## config.mk

```make
export PLATFORM = sky130hd
export DESIGN_NAME = bcd_pulse_gen
export DESIGN_NICKNAME = d
export VERILOG_FILES = /design/src/rtl/bcd_pulse_gen.sv
export SDC_FILE = /design/constraint.sdc
export NUM_CORES = 1
export LEC_CHECK = 0
export ABC_CLOCK_PERIOD_IN_PS = 1600
export CAP_MARGIN = 20
export CORE_ASPECT_RATIO = 1.4
export CORE_MARGIN = 3
export CORE_UTILIZATION = 44
export DETAILED_ROUTE_END_ITERATION = 10
export PLACE_DENSITY = 0.81
export SYNTH_ARGS = -nofsm -noshare
export SYNTH_HDL_FRONTEND = slang
export SYNTH_SLANG_ARGS = --single-unit
export TNS_END_PERCENT = 30
```

## constraint.sdc

```tcl
create_clock -name clk_n -period 1.6 [get_ports clk_n]
set_clock_uncertainty 0.05 [all_clocks]
set_input_delay 0.24 -clock clk_n [delete_from_list [all_inputs] [get_ports clk_n]]
set_output_delay 0.24 -clock clk_n [all_outputs]
set_load 0.02 [all_outputs]
```

## src/rtl/bcd_pulse_gen.sv

```systemverilog
// BCD-count pulse burst generator: emits N single-cycle pulses for a two-digit
// BCD request, spaced by GAP_CYCLES idle cycles, clocked on the falling edge.
module bcd_pulse_gen #(
  parameter int unsigned GAP_CYCLES = 1
) (
  input  logic       clk_n,
  input  logic       clr_n,
  input  logic       in_valid,
  output logic       in_ready,
  input  logic [7:0] bcd_in,
  input  logic       abort,
  output logic       pulse_out,
  output logic [7:0] remaining,
  output logic       busy,
  output logic       done,
  output logic       err
);

  localparam int unsigned GAP_W = 4;
  localparam logic [GAP_W-1:0] GAP_LOAD =
    (GAP_CYCLES == 0) ? GAP_W'(0) : GAP_W'(GAP_CYCLES - 1);

  typedef enum logic [1:0] {
    S_IDLE  = 2'd0,
    S_PULSE = 2'd1,
    S_GAP   = 2'd2,
    S_DONE  = 2'd3
  } state_t;

  state_t           r_state;
  state_t           w_state_nxt;
  logic [7:0]       r_remaining;
  logic [7:0]       w_rem_nxt;
  logic [GAP_W-1:0] r_gap_cnt;
  logic [GAP_W-1:0] w_gap_nxt;
  logic             r_pulse;
  logic             r_busy;
  logic             r_done;
  logic             r_err;
  logic             r_ready;

  logic             w_accept;
  logic             w_bad;
  logic [7:0]       w_dec;
  logic             w_pulse_nxt;
  logic             w_busy_nxt;
  logic             w_done_nxt;
  logic             w_err_nxt;
  logic             w_ready_nxt;

  assign w_accept = in_valid && (r_state == S_IDLE);
  assign w_bad    = (bcd_in[7:4] > 4'd9) || (bcd_in[3:0] > 4'd9);

  // BCD decrement with borrow from tens; only used while remaining is non-zero
  assign w_dec = (r_remaining[3:0] != 4'd0) ?
                 {r_remaining[7:4], r_remaining[3:0] - 4'd1} :
                 {r_remaining[7:4] - 4'd1, 4'd9};

  always_ff @(negedge clk_n or negedge clr_n) begin
    if (!clr_n) r_state <= S_IDLE;
    else        r_state <= w_state_nxt;
  end

  always_comb begin
    w_state_nxt = r_state;
    w_rem_nxt   = r_remaining;
    w_gap_nxt   = r_gap_cnt;
    case (r_state)
      S_IDLE: begin
        if (w_accept && !w_bad) begin
          w_rem_nxt   = bcd_in;
          w_state_nxt = (bcd_in == 8'h00) ? S_DONE : S_PULSE;
        end
      end
      S_PULSE: begin
        w_rem_nxt = w_dec;
        if (w_dec == 8'h00) begin
          w_state_nxt = S_DONE;
        end else if (GAP_CYCLES == 0) begin
          w_state_nxt = S_PULSE;
        end else begin
          w_state_nxt = S_GAP;
          w_gap_nxt   = GAP_LOAD;
        end
      end
      S_GAP: begin
        if (r_gap_cnt == GAP_W'(0)) w_state_nxt = S_PULSE;
        else                        w_gap_nxt   = r_gap_cnt - GAP_W'(1);
      end
      S_DONE:  w_state_nxt = S_IDLE;
      default: w_state_nxt = S_IDLE;
    endcase
    // Abort overrides everything once a burst is in flight
    if (abort && (r_state != S_IDLE)) begin
      w_state_nxt = S_IDLE;
      w_rem_nxt   = 8'h00;
    end
  end

  always_comb begin
    w_pulse_nxt = 1'b0;
    w_busy_nxt  = 1'b0;
    w_done_nxt  = 1'b0;
    w_err_nxt   = 1'b0;
    w_ready_nxt = 1'b0;
    w_pulse_nxt = (w_state_nxt == S_PULSE);
    w_busy_nxt  = (w_state_nxt != S_IDLE);
    w_done_nxt  = (w_state_nxt == S_DONE);
    w_err_nxt   = w_accept && w_bad;
    w_ready_nxt = (w_state_nxt == S_IDLE);
  end

  always_ff @(negedge clk_n or negedge clr_n) begin
    if (!clr_n) begin
      r_remaining <= 8'h00;
      r_gap_cnt   <= GAP_W'(0);
      r_pulse     <= 1'b0;
      r_busy      <= 1'b0;
      r_done      <= 1'b0;
      r_err       <= 1'b0;
      r_ready     <= 1'b1;
    end else begin
      r_remaining <= w_rem_nxt;
      r_gap_cnt   <= w_gap_nxt;
      r_pulse     <= w_pulse_nxt;
      r_busy      <= w_busy_nxt;
      r_done      <= w_done_nxt;
      r_err       <= w_err_nxt;
      r_ready     <= w_ready_nxt;
    end
  end

  assign in_ready  = r_ready;
  assign pulse_out = r_pulse;
  assign remaining = r_remaining;
  assign busy      = r_busy;
  assign done      = r_done;
  assign err       = r_err;

endmodule
```

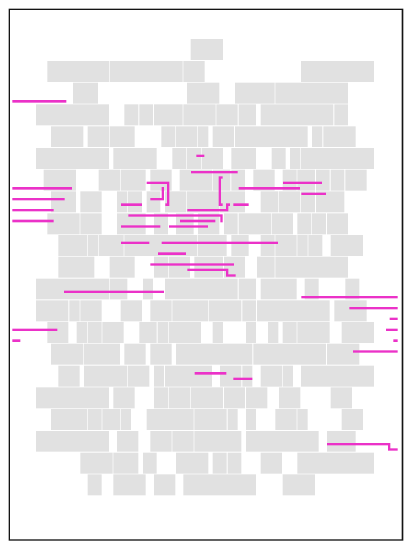
Figure 1: run 1, met3 routing.
(8 px per um)
The layer carries 193 um of wire. 32 nets have wire on it. The layer holds 5.5% of the routed length. The longest straight run is 14.3 um. The wires run mostly horizontal.

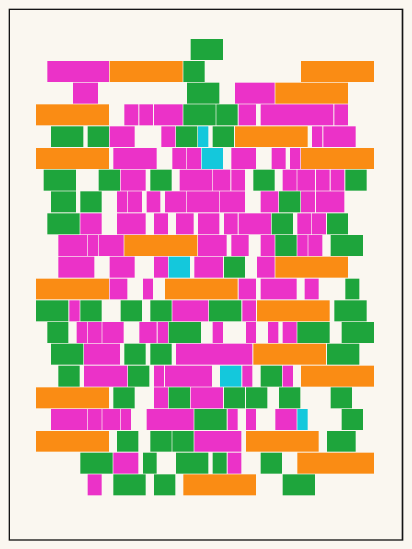
Figure 2: run 1, cells coloured by class.
(8 px per um)
Cyan is clock drivers and dummy loads, cells 5. Green is other buffers and delay cells, cells 61. Orange is flops, cells 19. Magenta is all other logic, cells 96.

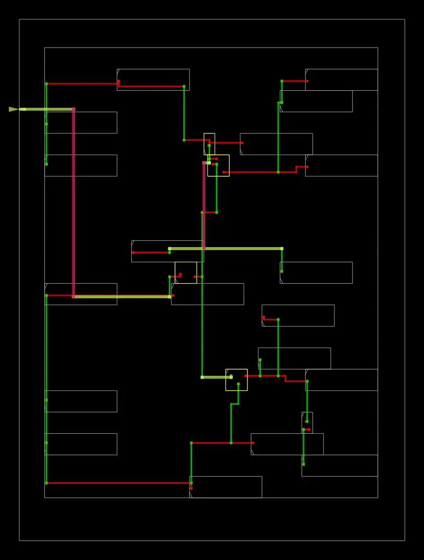
Figure 3: run 1, clock nets.
Num CTS Buffers: 3
P_clk: 0.000259 W
Worst-Skew Late Latency: 0.30 ns

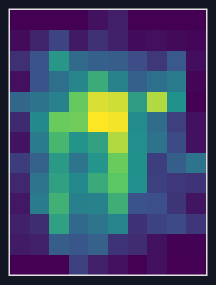
Figure 4: run 1, signal metal coverage by tile.
(4 px per um) The die is cut into 10 by 13 equal tiles; dark purple is low, yellow is high, scaled to the fullest tile. Values are wire area over tile area, all layers added.
The emptiest ninth of the die: bottom right. The densest ninth of the die: middle. 15% of the tiles are nearly empty. The fullest tile reaches 0.59.
routed wire length per instance: 16.3 um
final WL: 3.50 mm
GRT Util Overall: 23.4%

==> Changelog: implementation, run 1 <==
### Physical design

* Slew Viols, Final at 0
* Critical path type: flip-flop to output port
* Routed length on met2 at around 2 mm
* Flops after synth at 19
* Combinational power at ~0.0018 W
* Comb/total area at between 30% and 40%
* Status: finished, violations left
* Most Used Layer, Global Route: met2
* Violated checks: negative setup slack
* Max reg flops at 8
* Leading cell kind: combinational gates
* Clock root buffer: clkbuf_4
* Pleak at about 0.82 nW
* Area Growth Syn to Fin at 59.3%
* Final std cells w/o fill at roughly 220
* Post-CTS Setup Inserts at 2
* H-tree Lvls at 1
* Worst Tran Pin Value at 0.437 ns
* Vias in the first global route at around 1300
* Layout cells sized above 1 at about half
* Top-area cell share at about 40%
* Via-per-instance ratio at between 5 and 6
* Die H at around 66 um
* Sw frac at roughly 42%
* Critical Path Source Type: flip-flop
* VDD IR max at between 0.9 and 1 mV
* Worst Hold Path Cells at 1
* Cell-internal power at 0.00160 W
* Clock Network Area Fraction at roughly 1.7%
* Buffers on Ports at 24
* Storage cell area at approximately 480 um2
* Reg2reg end: remaining[7]$_DFFE_NN0P_
* Largest family of logic cells by area: AND-OR/OR-AND gates
* YS chip area at about 1100 um2
* Cell Rows at 21
* Yosys cell count at ~120
* Reg-to-reg startpoint: r_state[1]$_DFF_NN0_
* Core Box Area at 2420 um2
* #MultiIn Comb at 89
* Flops at 19
* Fraction of area in registers at 26.3%
* DRC viols at 0
* WP data arrival at 1.78 ns
* Area leader, netlist: dfrtn_1
* Critical Path Source: in_ready$_DFF_NN1_
* DPL Wire Length at about 2.6 mm
* Cells after Synth at about 120
* Setup Viol. Count Final at 25
* Sequential Power at between 0.0007 and 0.0008 W
* Adder-cell area share of the yosys netlist at 2.20%
* Gate Area at roughly 710 um2
* Signal buffers at between 60 and 70
* Floorplan net count at approximately 140
* HP Start: r_gap_cnt[3]$_DFFE_NN0P_
* Post-synth top flop: dfrtn_1
* Max_cap viols at 0
* RePlAce Congestion at 0.886
* DRT antenna net count at 0
* Yosys warning count at 0
* CTS-repair resized insts at between 100 and 150
* Worst Hold End: r_gap_cnt[3]$_DFFE_NN0P_
* CP peak stage delay at 0.52 ns
* Synth Area in Compound Gates at approximately a quarter
* Critical-path cell list: buf_6
* Final worst slack at -0.475 ns
* Clock-pin slew of the registers on the worst-case setup and hold paths at 0.08 ns
* Highest-count logic cell in the final layout: buf_4
* Fillers at 183
* R2r setup slk at -0.07 ns
* DRT iter0 DRCs at around 53
* CP Data Required Time at 1.31 ns
* Cts hold-fix bufs at 0
* Pin count of the biggest net entering global routing at 13
* Combinational power share at a little under two thirds
* Initial antenna violation count at 0
* Clock Sinks at 19
[run 1: through the flow]
step | area [um2] | utilization (%) | setup slack (ns) | TNS [ns] | power, W
6_report | 1810 | 74.9 | -0.475 | -6.14 | 0.00276
4_1_cts | 1790 | 74.0 | -0.502 | -6.49 | 0.00273
2_1_floorplan | 1160 | - | -0.349 | -3.56 | 0.00162
3_5_place_dp | 1670 | 69.0 | -0.991 | -19.71 | 0.00233
3_3_place_gp | 1670 | 69.0 | -0.965 | -19.37 | 0.00229
5_1_grt | 1810 | 74.9 | -0.520 | -7.05 | 0.00295
[run 1: logic make-up (layout without fill, tap and decap cells)]
family	after synthesis	after routing
flip-flops	19	19
multiplexers	2	2
AND-OR/OR-AND	44	44
adder cells (fa/ha/maj)	2	2
XOR/XNOR	1	1
buffers and inverters	13	73
AND/OR/NAND/NOR	40	40
Figure 5. Pin map (run 1).
(6 px per um) Pins as bars across the die edge, other pins in grey.
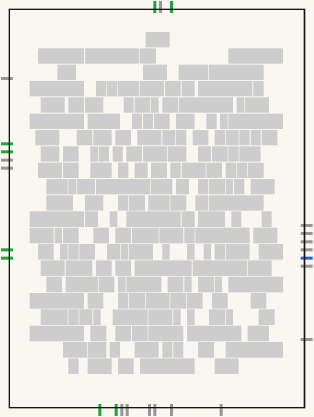

--- run 2 (diff from run 1) ---
--- a/config.mk
+++ b/config.mk
@@ -11,7 +11,7 @@
 export CORE_MARGIN = 3
 export CORE_UTILIZATION = 44
 export DETAILED_ROUTE_END_ITERATION = 10
-export PLACE_DENSITY = 0.81
+export PLACE_DENSITY_LB_ADDON = 0.3
 export SYNTH_ARGS = -nofsm -noshare
 export SYNTH_HDL_FRONTEND = slang
 export SYNTH_SLANG_ARGS = --single-unit
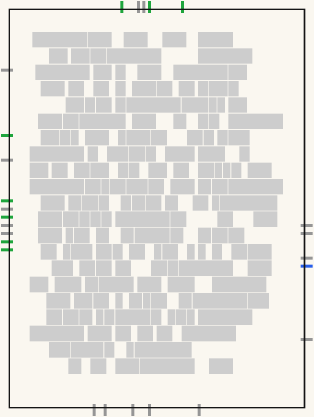
Figure 6: run 2, pin map.
(6 px per um) Pins as bars across the die edge, other pins in grey.
Blue is `done`, pins 1, direction output, edge right. Green is `remaining`, pins 8, direction output, edge 5 left, 3 top.

==> Changelog: implementation, run 2 <==
### Physical design

* YS chip area at 1140 um2 (unchanged)
* Max_cap viols at 0 (unchanged)
* Largest family of logic cells by area: AND-OR/OR-AND gates
* Worst Hold End: r_gap_cnt[3]$_DFFE_NN0P_
* Yosys cell count at 121 (unchanged)
* Gate Area at 687 um2 (-2.8%)
* Area leader, netlist: dfrtn_1
* Fillers at 194 (+6.0%)
* Routed length on met2 at 1.93 mm (-0.57%)
* Flops at 19 (unchanged)
* Pre-CTS WS at -1.01 ns (-0.0177 ns)
* Final worst slack at -0.475 ns (-0.000398 ns)
* Post-CTS Setup Inserts at 3 (+1)
* Storage cell area at 477 um2 (unchanged)
* Diodes inserted at 0
* Status: finished, violations left
* Adder-cell area share of the yosys netlist at 2.20% (unchanged)
* First-pass GRT wire length at between 5 and 6 mm
* Worst Tran Pin Value at 0.394 ns (-0.0425 ns)
* Vias in the first global route at 1242 (-5.8%)
* Critical Path Source Type: flip-flop
* Critical Path Source: in_ready$_DFF_NN1_
* Post-synth area hogs: dfrtn_1, a21oi_1, o21ai_0
* Layout cells sized above 1 at 47.2% (-3.6 points)
* Top-area cell share at 39.6% (unchanged)
* DPL Wire Length at 2.54 mm (-1.6%)
* Worst Hold Path Cells at 1 (unchanged)
* Cts hold-fix bufs at 0 (unchanged)
* Floorplan net count at 135 (unchanged)
* RePlAce Congestion at 0.923 (+4.2%)
* Die H at 66.2 um (unchanged)
* Fin util at 74.0% (-0.98 points)
* CP peak stage delay at 0.52 ns (about the same)
* HP Start: r_gap_cnt[3]$_DFFE_NN0P_
* Clock root buffer: clkbuf_4
* Highest-count logic cell in the final layout: buf_4
* Most Used Layer, Global Route: met2
* DRT iter0 DRCs at 25 (-53%)
* Flops after synth at 19 (unchanged)
* Buffers on Ports at 24 (unchanged)
* Setup Viol. Count Final at 24 (-4.0%)
* Mux cell area share at 1.76%
* Clock Network Area Fraction at 1.68% (+0.022 points)
* Clock-pin slew of the registers on the worst-case setup and hold paths at 0.08 ns (about the same)
* Post-synth seq share at a little over two fifths
* Violated checks: negative setup slack
* Cells after Synth at 121 (unchanged)
* Reg2reg end: remaining[7]$_DFFE_NN0P_
* Tapcells at 34
* Pleak at 0.818 nW (-0.45%)
* Synth Area in Compound Gates at 26.1% (unchanged)
* Signal buffers at 60 (-1.6%)
* Num CTS Buffers at 3 (unchanged)
* CP Data Required Time at 1.31 ns (about the same)
* Routed wire length per instance at 16.3 um (about the same)
* Die area at ~3200 um2
* DRT antenna net count at 0 (unchanged)
* Post-synth top flop: dfrtn_1
* Number of synthesized flops with an enable pin at 0
* H-tree Lvls at 1 (unchanged)
* Fraction of area in registers at 26.7% (+0.35 points)
* Pin count of the biggest net entering global routing at 13 (unchanged)
* Via-per-instance ratio at 5.55 (-4.1%)
* Critical-path cell list: buf_6
* CTS-repair resized insts at 132 (-1.5%)
* R2r setup slk at -0.13 ns (-0.06 ns)
* Yosys warning count at 0 (unchanged)
* VDD IR max at 1.22 mV (+22%)
* DRC viols at 0 (unchanged)
* Cell Rows at 21 (unchanged)
* Comb/total area at 38.4% (-0.60 points)
* #MultiIn Comb at 89 (unchanged)
* Reg-to-reg startpoint: remaining[2]$_DFFE_NN0P_
* Clock Sinks at 19 (unchanged)
* WP data arrival at 1.79 ns (about the same)
* TNS Setup at -6.14 ns (+0.00358 ns)
* Clock buffer depth at 2
* Leading cell kind: combinational gates
* Area Growth Syn to Fin at 57.2%
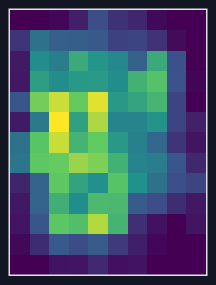
Figure 7: run 2, signal metal coverage by tile.
(4 px per um) The die is cut into 10 by 13 equal tiles; dark purple is low, yellow is high, scaled to the fullest tile. Values are wire area over tile area, all layers added.
final WL: 3.48 mm
GRT Util Overall: 23.6%

==> run 2: where the power goes <==
part	total [W]	switching, W	internal [W]
clock network	0.000258	0.000163	0.0000944
registers	0.000740	0.000112	0.000628
logic	0.00181	0.000888	0.000922
==> run 2: cells by family (layout without fill, tap and decap cells) <==
logic type / after synthesis / in the layout
AOI/OAI and AO/OA: 44 / 44
muxes: 2 / 2
buffers and inverters: 13 / 72
xor gates and xnor gates: 1 / 1
and+or+nand+nor: 40 / 40
adders and majority gates: 2 / 2
DFF: 19 / 19
==> run 2: per-stage QoR <==
step / area [um2] / power, W / instances
after floorplan: 1160 / 0.00162 / 121
after global placement: 1650 / 0.00230 / 206
after detailed placement: 1650 / 0.00234 / 206
after CTS: 1740 / 0.00274 / 213
after global routing: 1790 / 0.00299 / 214
final: 1790 / 0.00281 / 214
Power is estimated from default activity; no workload was simulated.
